Fig. 1: zoomed window
Bar = 5 um. Region (52, 77) to (72, 97) um. Cells in gray, sequential cells in the stronger gray; small squares are vias.
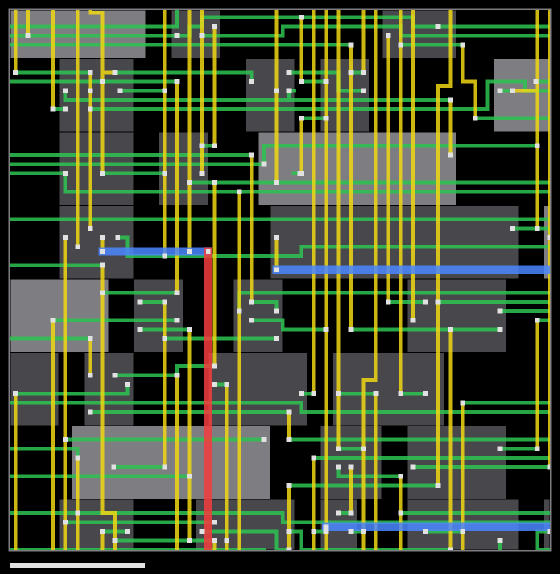
Fig. 2: signal wires by layer
Bar = 20 um.
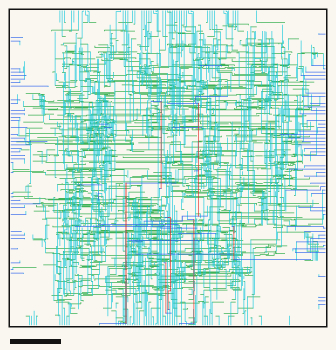
Fig. 3: gate-type map
Bar = 20 um.
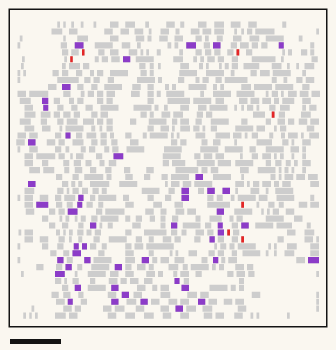
Fig. 4: register map, names as in the netlist
Bar = 20 um. Other sequential cells in the stronger gray, the rest of the logic in the fainter gray.
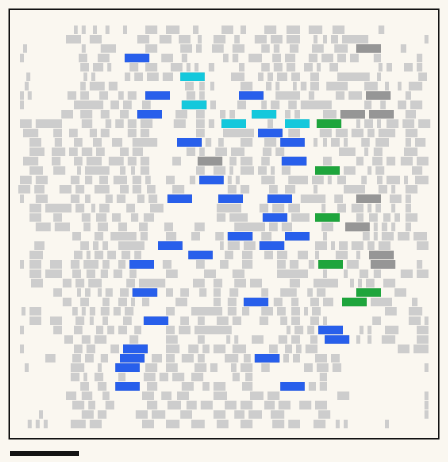
==> src/rtl/cp0_pkg.sv <==
// Shared CPU constants: coprocessor-0 register indices, exception vector,
// processor ID and exception codes.
package cp0_pkg;

    localparam logic [4:0] CP0_SR    = 5'd12;
    localparam logic [4:0] CP0_CAUSE = 5'd13;
    localparam logic [4:0] CP0_EPC   = 5'd14;
    localparam logic [4:0] CP0_PRID  = 5'd15;

    localparam logic [31:0] EXC_HANDLER_ADDR = 32'h0000_4180;
    localparam logic [31:0] PRID_VALUE       = 32'h2019_1221;

    typedef enum logic [4:0] {
        EXC_INT  = 5'd0,
        EXC_ADEL = 5'd4,
        EXC_ADES = 5'd5,
        EXC_RI   = 5'd10,
        EXC_OV   = 5'd12
    } exc_code_e;

endpackage

==> src/rtl/cp0.sv <==
// Coprocessor 0: SR/Cause/EPC/PRId registers, interrupt/exception request
// generation and EPC capture for the M stage.
module cp0
    import cp0_pkg::*;
(
    input  logic        clk,
    input  logic        reset,
    input  logic [31:0] PC_m,
    input  logic        BD_m,
    input  logic [4:0]  ExcCode_in,
    input  logic [5:0]  HWInt,
    input  logic [4:0]  A1,
    input  logic [4:0]  A2,
    input  logic [31:0] DIn,
    input  logic        WE,
    input  logic        eret_d,
    output logic [31:0] DOut,
    output logic [31:0] EPC,
    output logic [31:0] exception_handler,
    output logic        interrupt,
    output logic        exception
);

    logic [5:0]  im_q;
    logic        exl_q;
    logic        ie_q;
    logic        bd_q;
    logic [5:0]  ip_q;
    logic [4:0]  exc_code_q;
    logic [31:2] epc_q;

    logic        take_event;
    logic [31:0] epc_src;
    logic [31:0] sr_val;
    logic [31:0] cause_val;

    // An eret in D cancels any request so the handler return is not re-trapped.
    assign interrupt  = ie_q & ~exl_q & (|(HWInt & im_q)) & ~eret_d;
    assign exception  = (ExcCode_in != 5'd0) & ~exl_q & ~interrupt & ~eret_d;
    assign take_event = interrupt | exception;

    assign epc_src = BD_m ? (PC_m - 32'd4) : PC_m;

    assign sr_val    = {16'd0, im_q, 8'd0, exl_q, ie_q};
    assign cause_val = {bd_q, 15'd0, ip_q, 3'd0, exc_code_q, 2'd0};

    assign EPC               = {epc_q, 2'b00};
    assign exception_handler = EXC_HANDLER_ADDR;

    // NOTE: state uses non-blocking assignments so every register samples
    // pre-edge values; later assignments in the block override earlier ones.
    always_ff @(posedge clk) begin
        if (reset) begin
            im_q       <= '0;
            exl_q      <= 1'b0;
            ie_q       <= 1'b0;
            bd_q       <= 1'b0;
            ip_q       <= '0;
            exc_code_q <= '0;
            epc_q      <= '0;
        end else begin
            ip_q <= HWInt;
            if (take_event) begin
                exl_q      <= 1'b1;
                epc_q      <= epc_src[31:2];
                bd_q       <= BD_m;
                exc_code_q <= interrupt ? EXC_INT : ExcCode_in;
            end else if (WE) begin
                if (A2 == CP0_SR) begin
                    im_q  <= DIn[15:10];
                    exl_q <= DIn[1];
                    ie_q  <= DIn[0];
                end else if (A2 == CP0_EPC) begin
                    epc_q <= DIn[31:2];
                end
            end
            // eret wins over a same-cycle mtc0 to SR for the EXL bit only.
            if (eret_d) begin
                exl_q <= 1'b0;
            end
        end
    end

    // NOTE: DOut gets a default before the case so no latch is inferred.
    always_comb begin
        DOut = 32'd0;
        case (A1)
            CP0_SR:    DOut = sr_val;
            CP0_CAUSE: DOut = cause_val;
            CP0_EPC:   DOut = {epc_q, 2'b00};
            CP0_PRID:  DOut = PRID_VALUE;
            default:   DOut = 32'd0;
        endcase
    end

endmodule

==> config.mk <==
export PLATFORM = sky130hd
export DESIGN_NAME = cp0
export DESIGN_NICKNAME = d
export VERILOG_FILES = /design/src/rtl/cp0_pkg.sv /design/src/rtl/cp0.sv
export SDC_FILE = /design/constraint.sdc
export NUM_CORES = 1
export LEC_CHECK = 0
export ABC_CLOCK_PERIOD_IN_PS = 2300
export CAP_MARGIN = 10
export CELL_PAD_IN_SITES_DETAIL_PLACEMENT = 1
export CELL_PAD_IN_SITES_GLOBAL_PLACEMENT = 1
export CORE_MARGIN = 2
export CORE_UTILIZATION = 26
export CTS_CLUSTER_DIAMETER = 200
export DETAILED_ROUTE_END_ITERATION = 8
export PLACE_DENSITY_LB_ADDON = 0.1
export SYNTH_ARGS = -nofsm -noshare
export SYNTH_HDL_FRONTEND = slang
export SYNTH_SLANG_ARGS = --single-unit
==> constraint.sdc <==
create_clock -name clk -period 2.3 [get_ports clk]
set_input_delay 0.575 -clock clk [delete_from_list [all_inputs] [get_ports clk]]
set_output_delay 0.575 -clock clk [all_outputs]
set_load 0.02 [all_outputs]
==> out/metrics.cfg <==
[status]
status = finished clean

[floorplan]
dieArea_mm2 = 0.0154
rows = 43
ios = 188
chipWidth_um = 124
initCoreUtil_pct = 26.8
core-area_mm2 = 0.0140
die_h_um = 124

[yosys]
synth_async_sr_flop_share_pct = 0
yosys_warnings = 0
synthCells = 466
ys_cells = 466
synth_top_area_share_pct = 26.7
syn_area_mm2 = 0.00375
synth_area_per_cell_um2 = 8.04
ys_area_mm2 = 0.00375
ys_seq_share_pct = 26.7
ys_types = 55
topCellsByArea = dfxtp_1 (27%), buf_4 (6.8%), mux2i_1 (6.1%), a211oi_1 (5.0%), o31ai_1 (4.8%)
largest_area_cell = dfxtp_1
synth-edff-count = 0
common_cells = dfxtp_1 (50), nor2_1 (36), buf_4 (34), clkbuf_1 (31), a211oi_1 (25)
synth_flops = 50
ff_type = dfxtp_1
most_common_cell = dfxtp_1

[final_layout]
lay_top_count = buf_4
nFillCells = 1668
final_core_util_pct = 47.6
regArea_mm2 = 0.00100
num_antenna_cells = 0
finalInstanceArea_mm2 = 0.00666
combGateArea_mm2 = 0.00268
layout_top_cells = buf_4 (116), clkdlybuf4s50_1 (92), dfxtp_1 (50), nor2_1 (34), conb_1 (34)
drive_above_1_share_pct = 32.9
layout.nets = 811
syn2layout_area_growth_pct = 77.6

[final_timing]
finalClockPeriodUsage_pct = 98.5
final_hold_viol_count = 0
slew_viol_final = 0
fmax_mhz = 441
period_needed_ns = 2.27
finalSetupViolCount = 0
skew_ns = 0.00527

[global_route]
track_usage_pct = 21.3
grt_overflow_total = 0
antenna_found_initial = 0
grt_use_met3_pct = 2.38
grt_max_degree = 32
gr-usage-met2_pct = 37.3
grt_use_met1_pct = 28.0
first_global_vias = 4613
grt.busiest_layer = met2
grt_pass1_wl_um = 25200

[route]
firstDrtPassIters = 4
detail_route.wirelength.met1_um = 7430
drc = 0
drt-vias-per-instance = 5.10
wl_um = 16900
vias = 4588
routed-wl-met2_um = 8370
routedWlPerCell_um = 18.8
top_layer = met4
ant_nets = 0
drtIter0Drc = 172
wl_met3_um = 847

[min_path]
hold_depth = 2
hp-class = reg -> reg
worst_hold_path.endpoint = exc_code_q[3]
hp-start = exc_code_q[3]

[critical_path]
start_kind = primary input
rr_startpoint = im_q[2]
critical_path_class = in -> out
reg2reg_to = im_q[2]
crit_path_max_fanout = 5
crit_path_start = A1[0]
worst_path_max_delay_cell = dlygate4sd2_1
critPathMaxStageDelay_ns = 0.29
rr_worst_depth = 9
cp-endpoint = DOut[17]
r2r_slack_ns = 0.21
endpoint_kind = output port
required_ns = 1.73
crit_path_cell_trace = dlygate4sd2_1, nor2b_4, nor2b_4, buf_6, and2_4, buf_6
arrival_ns = 1.69

[placed_design]
hpwlAfterDp_um = 13200
gp_congestion = 0.857
portBuffers = 151
placed_area_mm2 = 0.00621

[clock_network]
clock_sink_count = 50
clkLatencyLatePin_ns = 0.30
clock_path_buffers = 2
h-tree-depth = 2
cts_buffers = 5
path_clk_slew_ns = 0.07
cts_root_buffer = clkbuf_16
cts_tree = done

[power_and_ir_drop]
p_total_uw = 2740
powerDensity_mw_per_mm2 = 411
power_leakage_uw = 0.00279
ir_drop_uv = 262

[flow_run]
cap_violations = 0
tool_warnings = 28

## Picture notes: Fig. 1
[red] met4
[yellow] met2
[blue] met3
[green] met1
sequential cells in the window: 3
most frequent: a21oi_1 (4), dfxtp_1 (3)
netlist names of flops here include: `exc_code_q` (2), `bd_q` (1)
cells with their middle in the window: 25

## Picture notes: Fig. 2
[red] met4 | wire length: 245 um
[cyan] met2 | wire length: 8370 um
[green] met1 | wire length: 7430 um
[blue] met3 | wire length: 848 um

## Picture notes: Fig. 3
[red] inverters | cells: 7 | most used: inv_1
[purple] AND and OR gates | cells: 49 | most used: and2_4

## Picture notes: Fig. 4
[green] `im_q` | placed flops: 6 | where: right middle
[blue] `epc_q` | placed flops: 30
[cyan] `exc_code_q` | placed flops: 5 | where: top middle
not colored: 9

per-stage QoR:
step	hold WS (ns)	worst slack, ns	setup TNS [ns]	cells
6_report	0.473	0.0334	0	900
5_1_grt	0.497	-0.00758	-0.0316	900
4_1_cts	0.474	0.000315	0	893
3_5_place_dp	0.462	-0.788	-38.44	881
3_3_place_gp	0.455	-0.773	-35.31	881
2_1_floorplan	0.443	0.0292	0	498
where the power goes:
part | internal [uW] | switching (uW)
clock network | 538 | 345
registers | 924 | 51.2
logic | 439 | 438
total | 1900 | 834
timing repair:
action | in CTS | in global routing
cloned | 2 | 0
pin swaps | 12 | 11
buffers inserted | 3 | 7
resized | 196 | 75
hold buffers | 0 | 0
endpoints found under the setup margin | 72 | 56
registers in the layout, indices dropped and copies added, names as in the netlist:
| name | flops |
|---|---|
| exl_q | 1 |
| ie_q | 1 |
| exc_code_q | 5 |
| im_q | 6 |
| epc_q | 30 |
| ip_q | 6 |
| bd_q | 1 |
cells by family after synthesis:
logic type	Yosys count	synth area share, %
buffers and inverters	75	11.0
xor gates and xnor gates	8	1.87
AOI/OAI and AO/OA	125	24.6
DFF	50	26.7
muxes	23	6.14
other	2	0.200
and+or+nand+nor	182	29.1
adders and majority gates	1	0.334
cell type report:
type / instances / share of cell area [%]
Multi-Input combinational cell: 373 / 40.2
Inverter: 7 / 0.395
Tap cell: 180 / 3.38
Timing Repair Buffer: 283 / 38.4
Clock inverter: 1 / 0.451
Sequential cell: 50 / 15.0
Clock buffer: 6 / 2.09
critical path, delay by kind of cell:
kind	cells	cell delay, ns
buffers and inverters	3	0.56
and+or+nand+nor	3	0.55
Power and IR drop assume default switching activity.
